### src/rtl/ov7670_pkg.sv
// Shared types and constants for the OV7670 DVP test-pattern generator.
package ov7670_pkg;

   typedef enum logic [2:0] {
      IDLE,
      VSYNC,
      VBACK,
      ACTIVE,
      VFRONT
   } gen_state_t;

   typedef enum logic [1:0] {
      PAT_HRAMP,
      PAT_VRAMP,
      PAT_CHECKER,
      PAT_CONST
   } pattern_t;

   localparam logic [7:0] CHROMA_NEUTRAL = 8'h80;
   localparam int         CNT_W          = 16;

endpackage

### src/rtl/ov7670_dvp_gen_pattern.sv
// Registered luma generator; advances only on update edges, fed with
// coordinates one PCLK ahead so its output lines up with the current byte.
module ov7670_pattern
   import ov7670_pkg::*;
(
   input  logic       clk,
   input  logic       rst,
   input  logic       upd,
   input  pattern_t   mode,
   input  logic [7:0] const_y,
   input  logic [7:0] x,
   input  logic [7:0] y,
   output logic [7:0] y_pat
);

   logic [7:0] y_pat_q, y_pat_d;

   always_comb begin
      y_pat_d = y_pat_q;
      if (upd) begin
         unique case (mode)
            PAT_HRAMP:   y_pat_d = x;
            PAT_VRAMP:   y_pat_d = y;
            PAT_CHECKER: y_pat_d = (x[3] ^ y[3]) ? 8'hFF : 8'h00;
            PAT_CONST:   y_pat_d = const_y;
            default:     y_pat_d = 8'h00;
         endcase
      end
   end

   always_ff @(posedge clk) begin
      if (rst) y_pat_q <= '0;
      else     y_pat_q <= y_pat_d;
   end

   assign y_pat = y_pat_q;

endmodule

### src/rtl/ov7670_dvp_gen.sv
// OV7670 DVP transmitter: PCLK = clk/2, VGA-style YUYV frame timing with test patterns.
//
// state  | meaning
// IDLE   | waiting for enable, outputs low
// VSYNC  | VSYNC_LINES lines with vsync high
// VBACK  | VBACK_LINES blank lines
// ACTIVE | HEIGHT lines, href high for the first 2*WIDTH PCLK of each
// VFRONT | VFRONT_LINES blank lines, frame ends on the last one
module ov7670_dvp_gen
   import ov7670_pkg::*;
#(
   parameter int WIDTH        = 640,
   parameter int HEIGHT       = 480,
   parameter int HBLANK       = 288,
   parameter int VSYNC_LINES  = 3,
   parameter int VBACK_LINES  = 17,
   parameter int VFRONT_LINES = 10
)(
   input  logic        clk,
   input  logic        rst,
   input  logic        enable,
   input  logic [1:0]  mode,
   input  logic [7:0]  const_y,
   output logic        pclk,
   output logic        vsync,
   output logic        href,
   output logic [7:0]  d,
   output logic        frame_done,
   output logic [15:0] frame_cnt
);

   localparam logic [CNT_W-1:0] H_LAST = CNT_W'(2*WIDTH + HBLANK - 1);
   localparam logic [CNT_W-1:0] H_ACT  = CNT_W'(2*WIDTH);
   localparam logic [CNT_W-1:0] ONE    = CNT_W'(1);

   function automatic logic [CNT_W-1:0] line_last(input gen_state_t s);
      case (s)
         VSYNC:   return CNT_W'(VSYNC_LINES - 1);
         VBACK:   return CNT_W'(VBACK_LINES - 1);
         ACTIVE:  return CNT_W'(HEIGHT - 1);
         VFRONT:  return CNT_W'(VFRONT_LINES - 1);
         default: return '0;
      endcase
   endfunction

   gen_state_t       state_q, state_d;
   logic [CNT_W-1:0] hcnt_q, hcnt_d, lcnt_q, lcnt_d;
   logic             pclk_q, pclk_d;
   logic             vsync_q, vsync_d, href_q, href_d;
   logic [7:0]       d_q, d_d;
   logic             frame_done_q, frame_done_d;
   logic [15:0]      frame_cnt_q, frame_cnt_d;
   pattern_t         mode_q, mode_d;
   logic [7:0]       const_y_q, const_y_d;
   logic             upd, frame_end;
   logic [CNT_W-1:0] h_next, l_next;
   logic [7:0]       x_early, y_early, y_pat;

   // Update edge: the clk edge on which PCLK falls.
   assign upd    = pclk_q;
   assign pclk_d = ~pclk_q;

   always_ff @(posedge clk) begin
      if (rst) begin
         pclk_q       <= 1'b0;
         state_q      <= IDLE;
         hcnt_q       <= '0;
         lcnt_q       <= '0;
         vsync_q      <= 1'b0;
         href_q       <= 1'b0;
         d_q          <= '0;
         frame_done_q <= 1'b0;
         frame_cnt_q  <= '0;
         mode_q       <= PAT_HRAMP;
         const_y_q    <= '0;
      end else begin
         pclk_q       <= pclk_d;
         state_q      <= state_d;
         hcnt_q       <= hcnt_d;
         lcnt_q       <= lcnt_d;
         vsync_q      <= vsync_d;
         href_q       <= href_d;
         d_q          <= d_d;
         frame_done_q <= frame_done_d;
         frame_cnt_q  <= frame_cnt_d;
         mode_q       <= mode_d;
         const_y_q    <= const_y_d;
      end
   end

   always_comb begin
      state_d   = state_q;
      hcnt_d    = hcnt_q;
      lcnt_d    = lcnt_q;
      frame_end = 1'b0;
      if (upd) begin
         if (state_q == IDLE) begin
            if (enable) state_d = VSYNC;
         end else if (hcnt_q != H_LAST) begin
            hcnt_d = hcnt_q + ONE;
         end else begin
            hcnt_d = '0;
            if (lcnt_q != line_last(state_q)) begin
               lcnt_d = lcnt_q + ONE;
            end else begin
               lcnt_d = '0;
               unique case (state_q)
                  VSYNC:  state_d = VBACK;
                  VBACK:  state_d = ACTIVE;
                  ACTIVE: state_d = VFRONT;
                  VFRONT: begin
                     frame_end = 1'b1;
                     state_d   = enable ? VSYNC : IDLE;
                  end
                  default: state_d = IDLE;
               endcase
            end
         end
      end
   end

   // Position one PCLK beyond hcnt_d, so the registered pattern is ready in time.
   always_comb begin
      h_next = (hcnt_d == H_LAST) ? '0 : hcnt_d + ONE;
      l_next = lcnt_d;
      if (hcnt_d == H_LAST)
         l_next = (lcnt_d == line_last(state_d)) ? '0 : lcnt_d + ONE;
      x_early = 8'(h_next >> 1);
      y_early = 8'(l_next);
   end

   ov7670_pattern u_pattern (
      .clk     (clk),
      .rst     (rst),
      .upd     (upd),
      .mode    (mode_q),
      .const_y (const_y_q),
      .x       (x_early),
      .y       (y_early),
      .y_pat   (y_pat)
   );

   always_comb begin
      vsync_d      = vsync_q;
      href_d       = href_q;
      d_d          = d_q;
      frame_done_d = frame_end;
      frame_cnt_d  = frame_cnt_q;
      mode_d       = mode_q;
      const_y_d    = const_y_q;
      if (upd) begin
         vsync_d = (state_d == VSYNC);
         href_d  = (state_d == ACTIVE) && (hcnt_d < H_ACT);
         d_d     = href_d ? (hcnt_d[0] ? CHROMA_NEUTRAL : y_pat) : 8'h00;
         if (frame_end) frame_cnt_d = frame_cnt_q + 16'd1;
         if (state_d == VSYNC && state_q != VSYNC) begin
            mode_d    = pattern_t'(mode);
            const_y_d = const_y;
         end
      end
   end

   assign pclk       = pclk_q;
   assign vsync      = vsync_q;
   assign href       = href_q;
   assign d          = d_q;
   assign frame_done = frame_done_q;
   assign frame_cnt  = frame_cnt_q;

endmodule

### config.mk
export PLATFORM = sky130hd
export DESIGN_NAME = ov7670_dvp_gen
export DESIGN_NICKNAME = d
export VERILOG_FILES = /design/src/rtl/ov7670_pkg.sv /design/src/rtl/ov7670_dvp_gen_pattern.sv /design/src/rtl/ov7670_dvp_gen.sv
export SDC_FILE = /design/constraint.sdc
export NUM_CORES = 1
export LEC_CHECK = 0
export ABC_AREA = 1
export CAP_MARGIN = 15
export CORE_AREA = 2 2 79 137
export DETAILED_ROUTE_END_ITERATION = 6
export DIE_AREA = 0 0 81 139
export HOLD_SLACK_MARGIN = 0.03
export PLACE_DENSITY = 0.75
export SLEW_MARGIN = 20
export SYNTH_ARGS = -nofsm -noshare
export SYNTH_HDL_FRONTEND = slang
export SYNTH_HIERARCHICAL = 1
export SYNTH_SLANG_ARGS = --single-unit
### constraint.sdc
create_clock -name clk -period 3.1 [get_ports clk]
set_input_delay 0.62 -clock clk [delete_from_list [all_inputs] [get_ports clk]]
set_output_delay 0.62 -clock clk [all_outputs]
set_load 0.005 [all_outputs]
==> run_1/met3.png <==
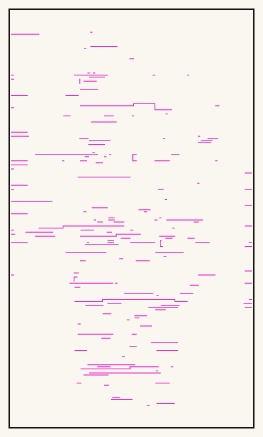
wire length on this layer: 707 um
main direction: horizontal
share of all routed wire: 4.5%
wirelength, routed: 15650 um
met3 Use GR: 0.04622
via count: 5837

==> run_1/density.png <==
The die is cut into 8 by 14 equal tiles; white is low, dark blue is high, 0 to 100% covered.
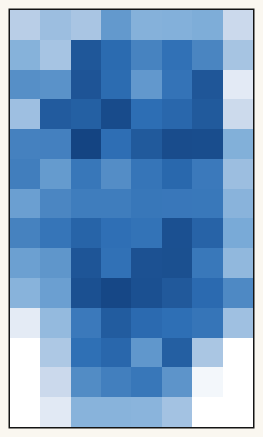
nearly empty tiles: 6.2%
tiles over 75% full: 27%
fullest tile: 92%
emptiest ninth of the die: south-west

==> run_1/clock_map.png <==
The bar under the picture is 20 um long.
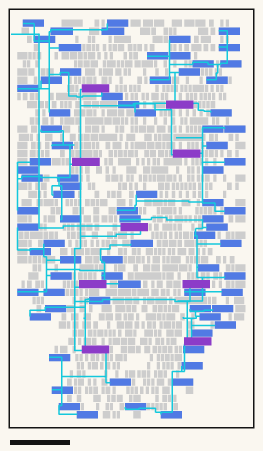
[cyan] clock wires | length: 1180 um
[purple] cells driving clock nets | count: 9
[blue] flip-flops | count: 81
routed clock nets: 10

==> results.py, run 1 <==
# Generated from Yosys and OpenROAD reports
metrics = {
    "clock_network": {
        "cts_root_buf": "clkbuf_16",
        "hold_buffers": 0,
        "cts_tree": "yes",
        "cts_buffers": 9,
        "clockBufferDepth": 2,
    },
    "place": {
        "port_buffers": 40,
        "place.gp.congestion": 0.9944,
    },
    "global_routing": {
        "met2_usage": 0.5080,
        "grt_max_degree": 30,
        "gr-max-usage-layer": "met2",
    },
    "final_layout": {
        "final_cells": 1098,
        "num_antenna_cells": 0,
        "drive_gt1_frac": 0.1761,
        "nFillCells": 918,
        "syn_to_final_growth_pct": 28.38,
    },
    "routing": {
        "final_antenna_net_count": 0,
        "drc": 0,
    },
    "final_timing": {
        "slew_viol_final": 0,
        "hold_viol": 0,
        "tns_ns": 0,
    },
    "power": {
        "p_int_mw": 1.883,
        "p_sw_frac": 0.2406,
    },
    "synthesis": {
        "synth.most_common_cell": "nand2_1",
        "floorplan.nets": 883,
        "flop_cell": "dfxtp_1",
    },
    "critical_path": {
        "r2r_slack_ns": 0.10,
        "worstSetupPathDepth": 23,
        "crit_path_end_kind": "register",
        "cp_data_required_time_ns": 3.32,
        "endpoint": "u_pattern/y_pat[4]$_SDFFE_PP0P_",
        "r2r_cells": 23,
    },
    "floorplan": {
        "die_w_um": 81,
        "coreArea_sq_mm": 0.01018,
    },
    "outcome": {
        "status": "complete, no violations",
    },
    "worst_hold_path": {
        "hold_start": "d[1]$_SDFFE_PP0P_",
    },
}
-- run 1: what timing repair did --
action / in CTS / in global routing
pin swaps: 1 / 22
gates resized: 6 / 47
setup endpoints to repair: 8 / 8
setup buffers: 1 / 8
-- run 1: state kept, by name, indices dropped and copies added, names as in the netlist --
signal / flops
mode_q: 2
hcnt_q: 16
vsync: 1
frame_done: 1
lcnt_q: 16
state_q: 3
pclk: 1
const_y_q: 8
href: 1
u_pattern/y_pat: 8
frame_cnt: 16
d: 8
-- run 1: placed cells by master (no fill, tap or decap), drive strengths merged --
master         count
clkbuf            11
nor2             169
nand3             71
a22oi              1
inv              129
o21bai             3
buf               67
xor2              15
nor3b              1
o21a               2
clkinv             3
xnor2              2
nand4             28
o21ai             43
bufinv             2
or2                5
clkdlybuf4s50     39
nand3b             2
clkinvlp           1
nor4               4
ha                 5
nand2            235
dfxtp             81
or4                1
a21oi             31
nor3              20
-- run 1: metal layers --
metal / vias to the layer above / wire (um)
li1: 2927 / -
met1: 2615 / 5640
met2: 211 / 8028
met3: 84 / 707
met4: 0 / 1272
met5: - / 0
-- run 1: logic make-up (layout without fill, tap and decap cells) --
| logic type | Yosys count | after routing | synth area share |
|---|---|---|---|
| xor gates and xnor gates | 17 | 17 | 0.02841 |
| AOI/OAI and AO/OA | 80 | 80 | 0.08355 |
| and+or+nand+nor | 536 | 536 | 0.4562 |
| adders and majority gates | 5 | 5 | 0.01194 |
| DFF | 81 | 81 | 0.3094 |
| buffers and inverters | 146 | 252 | 0.1105 |
-- run 1: worst reg2reg max path, cell delays in order, from the launching register on --
cell and delay, ns:
dfxtp_2 0.36, ha_4 0.15, nand2_2 0.07, inv_1 0.07, nand2_2 0.06, nor2_4 0.14, nand2_2 0.09, buf_4 0.17
nor2_4 0.08, nand4_1 0.15, xor2_1 0.25, nand3_1 0.14, nor2_2 0.16, nand3_2 0.10, nor2_4 0.16, nand3_4 0.11
nand2_1 0.07, inv_1 0.06, inv_1 0.05, nand2_1 0.08, nand3_4 0.14, nand2_1 0.07, nand2_1 0.07, a21oi_1 0.06
-- run 1: metrics by stage --
step	hold WS (ns)	instance area, sq um	util
final	0.4539	6729	0.6612
after global routing	0.4759	6729	0.6612
after CTS	0.4588	6486	0.6373
after detailed placement	0.4437	6135	0.6028
after global placement	0.4370	6135	0.6028
after floorplan	0.4376	5241	-
-- run 1: power groups by stage --
stage / Sequential, mW / Combinational (mW) / Clock, mW
floorplan: 1.09 / 0.139 / 0
global placement: 1.10 / 0.198 / 0
detailed placement: 1.10 / 0.200 / 0
CTS: 1.07 / 0.203 / 1.20
global route: 1.08 / 0.234 / 1.24
finish: 1.07 / 0.213 / 1.19
-- run 1: cell type report --
cell class | count | area [sq um] | share of cell area
clock inverters | 5 | 77.57 | 0.01153
clock buffers | 11 | 252.7 | 0.03756
repair buffers | 106 | 890.9 | 0.1324
inverters | 130 | 498.0 | 0.07401
flip-flops and latches | 81 | 1628 | 0.2419
multi-input cells | 638 | 3223 | 0.4790
well taps | 127 | 158.9 | 0.02361
==> run 2, diff against run 1 <==
--- a/config.mk
+++ b/config.mk
@@ -7,11 +7,13 @@
 export LEC_CHECK = 0
 export ABC_AREA = 1
 export CAP_MARGIN = 15
-export CORE_AREA = 2 2 79 137
+export CELL_PAD_IN_SITES_DETAIL_PLACEMENT = 0
+export CELL_PAD_IN_SITES_GLOBAL_PLACEMENT = 1
+export CORE_AREA = 2 2 93 163
 export DETAILED_ROUTE_END_ITERATION = 6
-export DIE_AREA = 0 0 81 139
+export DIE_AREA = 0 0 95 165
 export HOLD_SLACK_MARGIN = 0.03
-export PLACE_DENSITY = 0.75
+export PLACE_DENSITY_LB_ADDON = 0.1
 export SLEW_MARGIN = 20
 export SYNTH_ARGS = -nofsm -noshare
 export SYNTH_HDL_FRONTEND = slang
==> run_2/final_placement.png <==
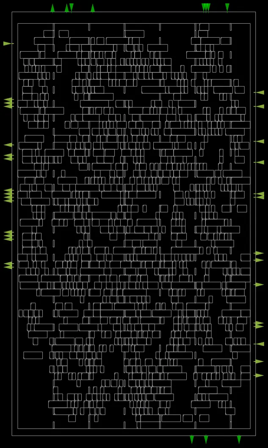
row count: 58
fraction of area in registers: 0.2268
core area: 0.01430 sq mm

==> run 2 against run 1 <==
Sequential power about the same; total power up 1.1%; largest power group unchanged; clock skew up 0.0031 ns.
==> results.py, run 2 <==
# Generated from Yosys and OpenROAD reports
metrics = {
    "routing": {
        "final_antenna_net_count": 0,
        "vias": 5857,
        "drt_first_iter_violations": 351,
        "via_per_inst": 4.909,
        "wl_per_cell_um": 14.37,
        "dr.pass1.iters": 5,
        "drc": 0,
        "drt_wl_total_um": 17140,
    },
    "final_timing": {
        "setup_viol": 0,
        "slew_headroom": 0.5515,
        "hold_viol": 0,
        "tns_ns": 0,
        "skew_ns": 0.006551,
        "fin_ws_ns": 0.1321,
        "worst_slew_pin_slew_ns": 0.6703,
        "finalCritPeriodShare": 0.9574,
        "grt_setup_unrepaired": "yes",
        "fmax_ghz": 0.3369,
        "slew_viol_final": 0,
        "min_period_ns": 2.968,
    },
    "synthesis": {
        "synth.most_common_cell": "nand2_1",
        "ys_area_sq_mm": 0.005241,
        "ys_seq_frac": 0.3094,
        "floorplan.nets": 883,
        "synth_area_sq_mm": 0.005241,
        "area_leaders": "dfxtp_1 (31%), nand2_1 (16%), nor2_1 (12%)",
        "flop_cell": "dfxtp_1",
        "netlist_instances": 865,
        "ys_ff": 81,
        "yosysTopAreaCellShare": 0.3094,
        "post_synth_most_frequent_cells": "nand2_1 (227), nor2_1 (162), inv_1 (115), dfxtp_1 (81), nand3_1 (63)",
        "async_flop_share": 0,
        "synth-edff-count": 0,
        "synth-warning-count": 6,
    },
    "clock_network": {
        "cts_buffers": 9,
        "clockBufferDepth": 2,
        "cts.clk_slew.worst_paths_ns": 0.07,
        "h-tree-depth": 3,
        "insertion_delay_ns": 0.36,
        "cts_root_buf": "clkbuf_16",
        "hold_buffers": 0,
        "cts.sinks": 81,
        "cts_tree": "yes",
    },
    "final_layout": {
        "nFillCells": 1468,
        "syn_to_final_growth_pct": 37.48,
        "final_nets": 1026,
        "num_antenna_cells": 0,
        "lay_top_count": "nand2_1",
        "register_area_sq_mm": 0.001634,
        "final_cell_mix": "nand2_1 (216), nor2_1 (138), inv_1 (110)",
        "finalInstanceArea_sq_mm": 0.007206,
        "drive_gt1_frac": 0.2379,
        "logic_area_sq_mm": 0.003314,
    },
    "global_routing": {
        "grt_pass1_vias": 5899,
        "grt_max_degree": 52,
        "antenna_found_initial": 0,
        "gr-total-overflow": 0,
        "grt_pass1_wl_um": 27730,
    },
    "floorplan": {
        "die_w_um": 95,
        "die_area_sq_mm": 0.01568,
    },
    "critical_path": {
        "cp_data_required_time_ns": 3.32,
        "cp-start-kind": "register",
        "crit_path_end_kind": "register",
        "path_max_fanout": 5,
        "crit_arrival_ns": 3.19,
        "critPathKind": "register to register",
    },
    "outcome": {
        "status": "complete, no violations",
    },
    "job": {
        "max_cap_violations": 0,
        "warnings": 27,
    },
    "power": {
        "pwr_density_cell_mw_per_mm2": 348.0,
        "p_leak_nw": 3.272,
        "ir_drop_uv": 248.7,
    },
    "place": {
        "place.gp.congestion": 0.8968,
        "port_buffers": 40,
        "preCtsSetupSlack_ns": -0.2842,
        "dpl-instance-area_sq_mm": 0.006546,
    },
}
==> run 2: cell counts after synthesis <==
Identical to the previous run, type by type.
==> run 2: logic make-up after synthesis <==
kind of cell               count (synthesis)  synth area share
AOI/OAI and AO/OA                         80           0.08355
xor gates and xnor gates                  17           0.02841
adders and majority gates                  5           0.01194
buffers and inverters                    146            0.1105
DFF                                       81            0.3094
and+or+nand+nor                          536            0.4562
==> run 2: stage by stage <==
stage | hold slack, ns | power, mW | cells | utilization
after floorplan | 0.4376 | 1.231 | 865 | -
after global placement | 0.4368 | 1.313 | 1172 | 0.4579
after detailed placement | 0.4437 | 1.314 | 1172 | 0.4579
after CTS | 0.4566 | 2.526 | 1191 | 0.4882
after global routing | 0.4941 | 2.596 | 1193 | 0.5040
final | 0.4529 | 2.508 | 1193 | 0.5040
==> run 2: worst paths after layout <==
check,from,endpoint,slack (ns),cells past startpoint
setup / recovery,hcnt_q[1]$_SDFF_PP0_,u_pattern/y_pat[4]$_SDFFE_PP0P_,0.13,27
hold / removal,href$_SDFFE_PP0P_,href$_SDFFE_PP0P_,0.45,2
setup reg to reg,hcnt_q[1]$_SDFF_PP0_,u_pattern/y_pat[4]$_SDFFE_PP0P_,0.13,27
hold reg to reg,href$_SDFFE_PP0P_,href$_SDFFE_PP0P_,0.45,2
==> run 2: routing by layer <==
layer,vias to the layer above,part of all wire,GRT usage
met5,-,0,0
met4,0,0.057,0.1331
met3,49,0.030,0.04015
met2,125,0.54,0.4442
met1,2671,0.37,0.2218
li1,3012,-,-
==> run 2: where the power goes <==
part	internal [mW]	switching, mW	total (mW)
clock	0.715	0.495	1.21
combinational	0.0821	0.141	0.223
sequential	1.06	0.0165	1.07
==> run 2: what timing repair did <==
action,CTS,global route
buffers inserted,4,2
resized,28,61
pin swaps,12,21
setup endpoints to repair,8,8
==> run 2: area by class of cell <==
class,instances,area share
Multi-Input combinational cell,638,0.4600
Timing Repair Buffer,148,0.1679
Clock inverter,7,0.01406
Clock buffer,9,0.03126
Sequential cell,81,0.2268
Inverter,130,0.06876
Tap cell,180,0.03126
==> run 2: critical path: stages (launching register included) <==
cell	delay, ns
dfxtp_2	0.34
ha_4	0.17
nand2_4	0.06
inv_2	0.03
nand2_2	0.07
nor2_4	0.06
nand2_4	0.08
buf_6	0.10
nand3_2	0.06
o21ai_2	0.08
ha_2	0.21
inv_2	0.04
nor2_4	0.10
nand3_2	0.10
nor2_2	0.13
nand3_2	0.11
nor2_4	0.21
nand2_1	0.12
nor3_2	0.14
xor2_1	0.08
nand2_1	0.07
inv_1	0.04
nand2_1	0.05
nand2_1	0.05
nor2_1	0.14
nand2_1	0.08
nand2_1	0.06
a21oi_1	0.05
==> run 3, diff against run 2 <==
--- a/config.mk
+++ b/config.mk
@@ -14,7 +14,6 @@
 export DIE_AREA = 0 0 95 165
 export HOLD_SLACK_MARGIN = 0.03
 export PLACE_DENSITY_LB_ADDON = 0.1
-export SLEW_MARGIN = 20
 export SYNTH_ARGS = -nofsm -noshare
 export SYNTH_HDL_FRONTEND = slang
 export SYNTH_HIERARCHICAL = 1
==> run_3/met3.png <==
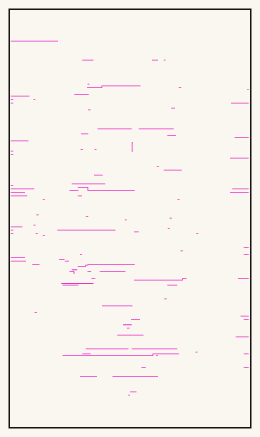
share of all routed wire: 3.0%
nets with wire on the layer: 71
longest straight run: 35.6 um
wire length on this layer: 511 um

==> run 3 against run 2 <==
Clock power about the same; total power is the same; sequential share of layout area did not move; cell count unchanged; flip-flop count did not move; non-clock buffer count stayed put; first-iteration DRC count unchanged; combinational power is essentially flat; critical path depth did not move; via count is the same.
==> results.py, run 3 <==
# Generated from Yosys and OpenROAD reports
metrics = {
    "critical_path": {
        "cp-start-kind": "register",
        "cp_data_required_time_ns": 3.32,
        "critPathBufInv": 4,
        "critPathKind": "register to register",
        "crit_arrival_ns": 3.19,
        "crit_path_end_kind": "register",
        "crit_slowest_cell": "dfxtp_2",
    },
    "power": {
        "ir_drop_uv": 248.7,
        "pwr_density_cell_mw_per_mm2": 348.0,
        "p_comb_frac": 0.089,
        "switchingPower_uw": 652.7,
    },
    "floorplan": {
        "coreArea_sq_mm": 0.01430,
        "die_w_um": 95,
    },
    "final_timing": {
        "min_period_ns": 2.968,
        "slew_viol_final": 0,
        "skew_ns": 0.006551,
        "tns_ns": 0,
        "finalCritPeriodShare": 0.9574,
        "grt_setup_unrepaired": "yes",
        "fmax_ghz": 0.3369,
        "fin_ws_ns": 0.1321,
        "setup_viol": 0,
        "worst_slew_pin_slew_ns": 0.6703,
    },
    "final_layout": {
        "num_antenna_cells": 0,
        "syn_to_final_growth_pct": 37.48,
        "final_nets": 1026,
        "final_cell_mix": "nand2_1 (216), nor2_1 (138), inv_1 (110)",
    },
    "clock_network": {
        "cts_tree": "yes",
        "insertion_delay_ns": 0.36,
    },
    "synthesis": {
        "flop_cell": "dfxtp_1",
        "synth.most_common_cell": "nand2_1",
        "ys_ff": 81,
        "floorplan.nets": 883,
    },
    "outcome": {
        "status": "complete, no violations",
    },
    "global_routing": {
        "grt_pass1_vias": 5899,
        "antenna_found_initial": 0,
        "gr-total-overflow": 0,
    },
    "routing": {
        "final_antenna_net_count": 0,
        "drt_first_iter_violations": 351,
        "dr.pass1.iters": 5,
    },
    "place": {
        "place.gp.congestion": 0.8968,
    },
}
run 3: cell counts in the layout (fill, tap and decap cells not counted):
No cell type changed its count.
run 3: layer usage:
metal  global-route usage  vias to the layer above  routed length (um)
li1                     -                     3012                   -
met1               0.2218                     2671                6313
met2               0.4442                      125                9337
met3              0.04015                       49                 510
met4               0.1331                        0                 982
met5                    0                        -                   0
run 3: logic make-up after synthesis:
group | share of synthesized area
adders and majority gates | 0.01194
and+or+nand+nor | 0.4562
buffers and inverters | 0.1105
xor gates and xnor gates | 0.02841
AOI/OAI and AO/OA | 0.08355
DFF | 0.3094
run 3: per-stage QoR:
step                utilization  power, mW  hold WS (ns)  cell area (sq um)
floorplan                     -      1.231        0.4376               5241
global placement         0.4579      1.313        0.4368               6546
detailed placement       0.4579      1.314        0.4437               6546
CTS                      0.4882      2.526        0.4566               6979
global route             0.5040      2.596        0.4941               7206
finish                   0.5040      2.508        0.4529               7206
run 3: power groups by stage:
stage | Clock [mW] | Sequential (mW) | Combinational (mW)
after global routing | 1.27 | 1.08 | 0.250
final | 1.21 | 1.07 | 0.223
after floorplan | 0 | 1.09 | 0.139
after global placement | 0 | 1.10 | 0.214
after detailed placement | 0 | 1.10 | 0.215
after CTS | 1.23 | 1.08 | 0.220
run 3: worst paths after layout:
check | depth (start not counted) | from | endpoint | slack, ns
worst min-delay path | 2 | href$_SDFFE_PP0P_ | href$_SDFFE_PP0P_ | 0.45
worst max-delay path | 27 | hcnt_q[1]$_SDFF_PP0_ | u_pattern/y_pat[4]$_SDFFE_PP0P_ | 0.13
worst min register to register | 2 | href$_SDFFE_PP0P_ | href$_SDFFE_PP0P_ | 0.45
worst max register to register | 27 | hcnt_q[1]$_SDFF_PP0_ | u_pattern/y_pat[4]$_SDFFE_PP0P_ | 0.13
run 3: cell type report:
class	count	area [sq um]
repair buffers	148	1210
clock buffers	9	225.2
multi-input cells	638	3314
fillers	1468	7091
flip-flops and latches	81	1634
clock inverters	7	101.3
well taps	180	225.2
inverters	130	495.5
run 3: repair_timing:
item | in CTS | in global routing
pin swaps | 12 | 21
gates resized | 28 | 61
buffers inserted | 4 | 2
endpoints found under the setup margin | 8 | 8
run 3: worst min-delay path, delay by kind of cell (launching register included):
family | cells | cell delay (ns)
and+or+nand+nor | 2 | 0.10
DFF | 1 | 0.31

## Gallery

Pin placement.
Pins as bars across the die edge, other pins in gray.
Plate I
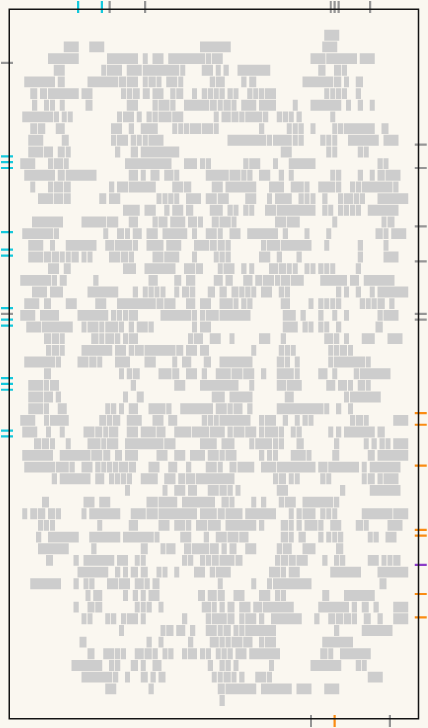
Plate II
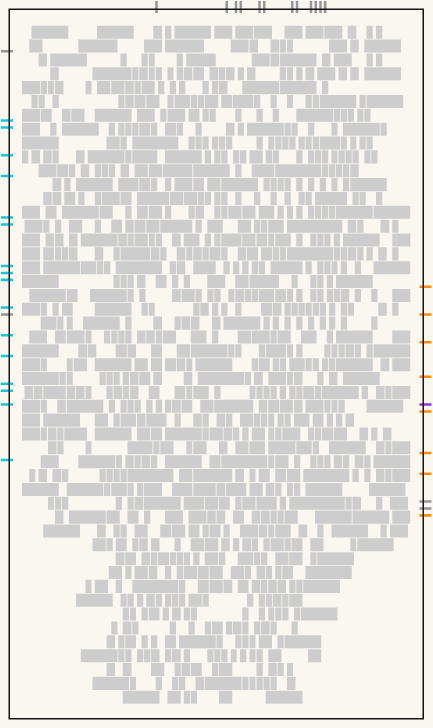
Plate II: run 1
Plate I: run 3

Key to Plate I:
[orange] d | pins: 8 | direction: output | edge: 7 east, 1 south
[purple] rst | pins: 1 | direction: input | edge: east
[cyan] frame_cnt | pins: 16 | direction: output | edge: 14 west, 2 north
all pins by edge: 16 west, 14 east, 8 north, 3 south

Power figures rest on the tool's default switching activity, not on a simulated workload.
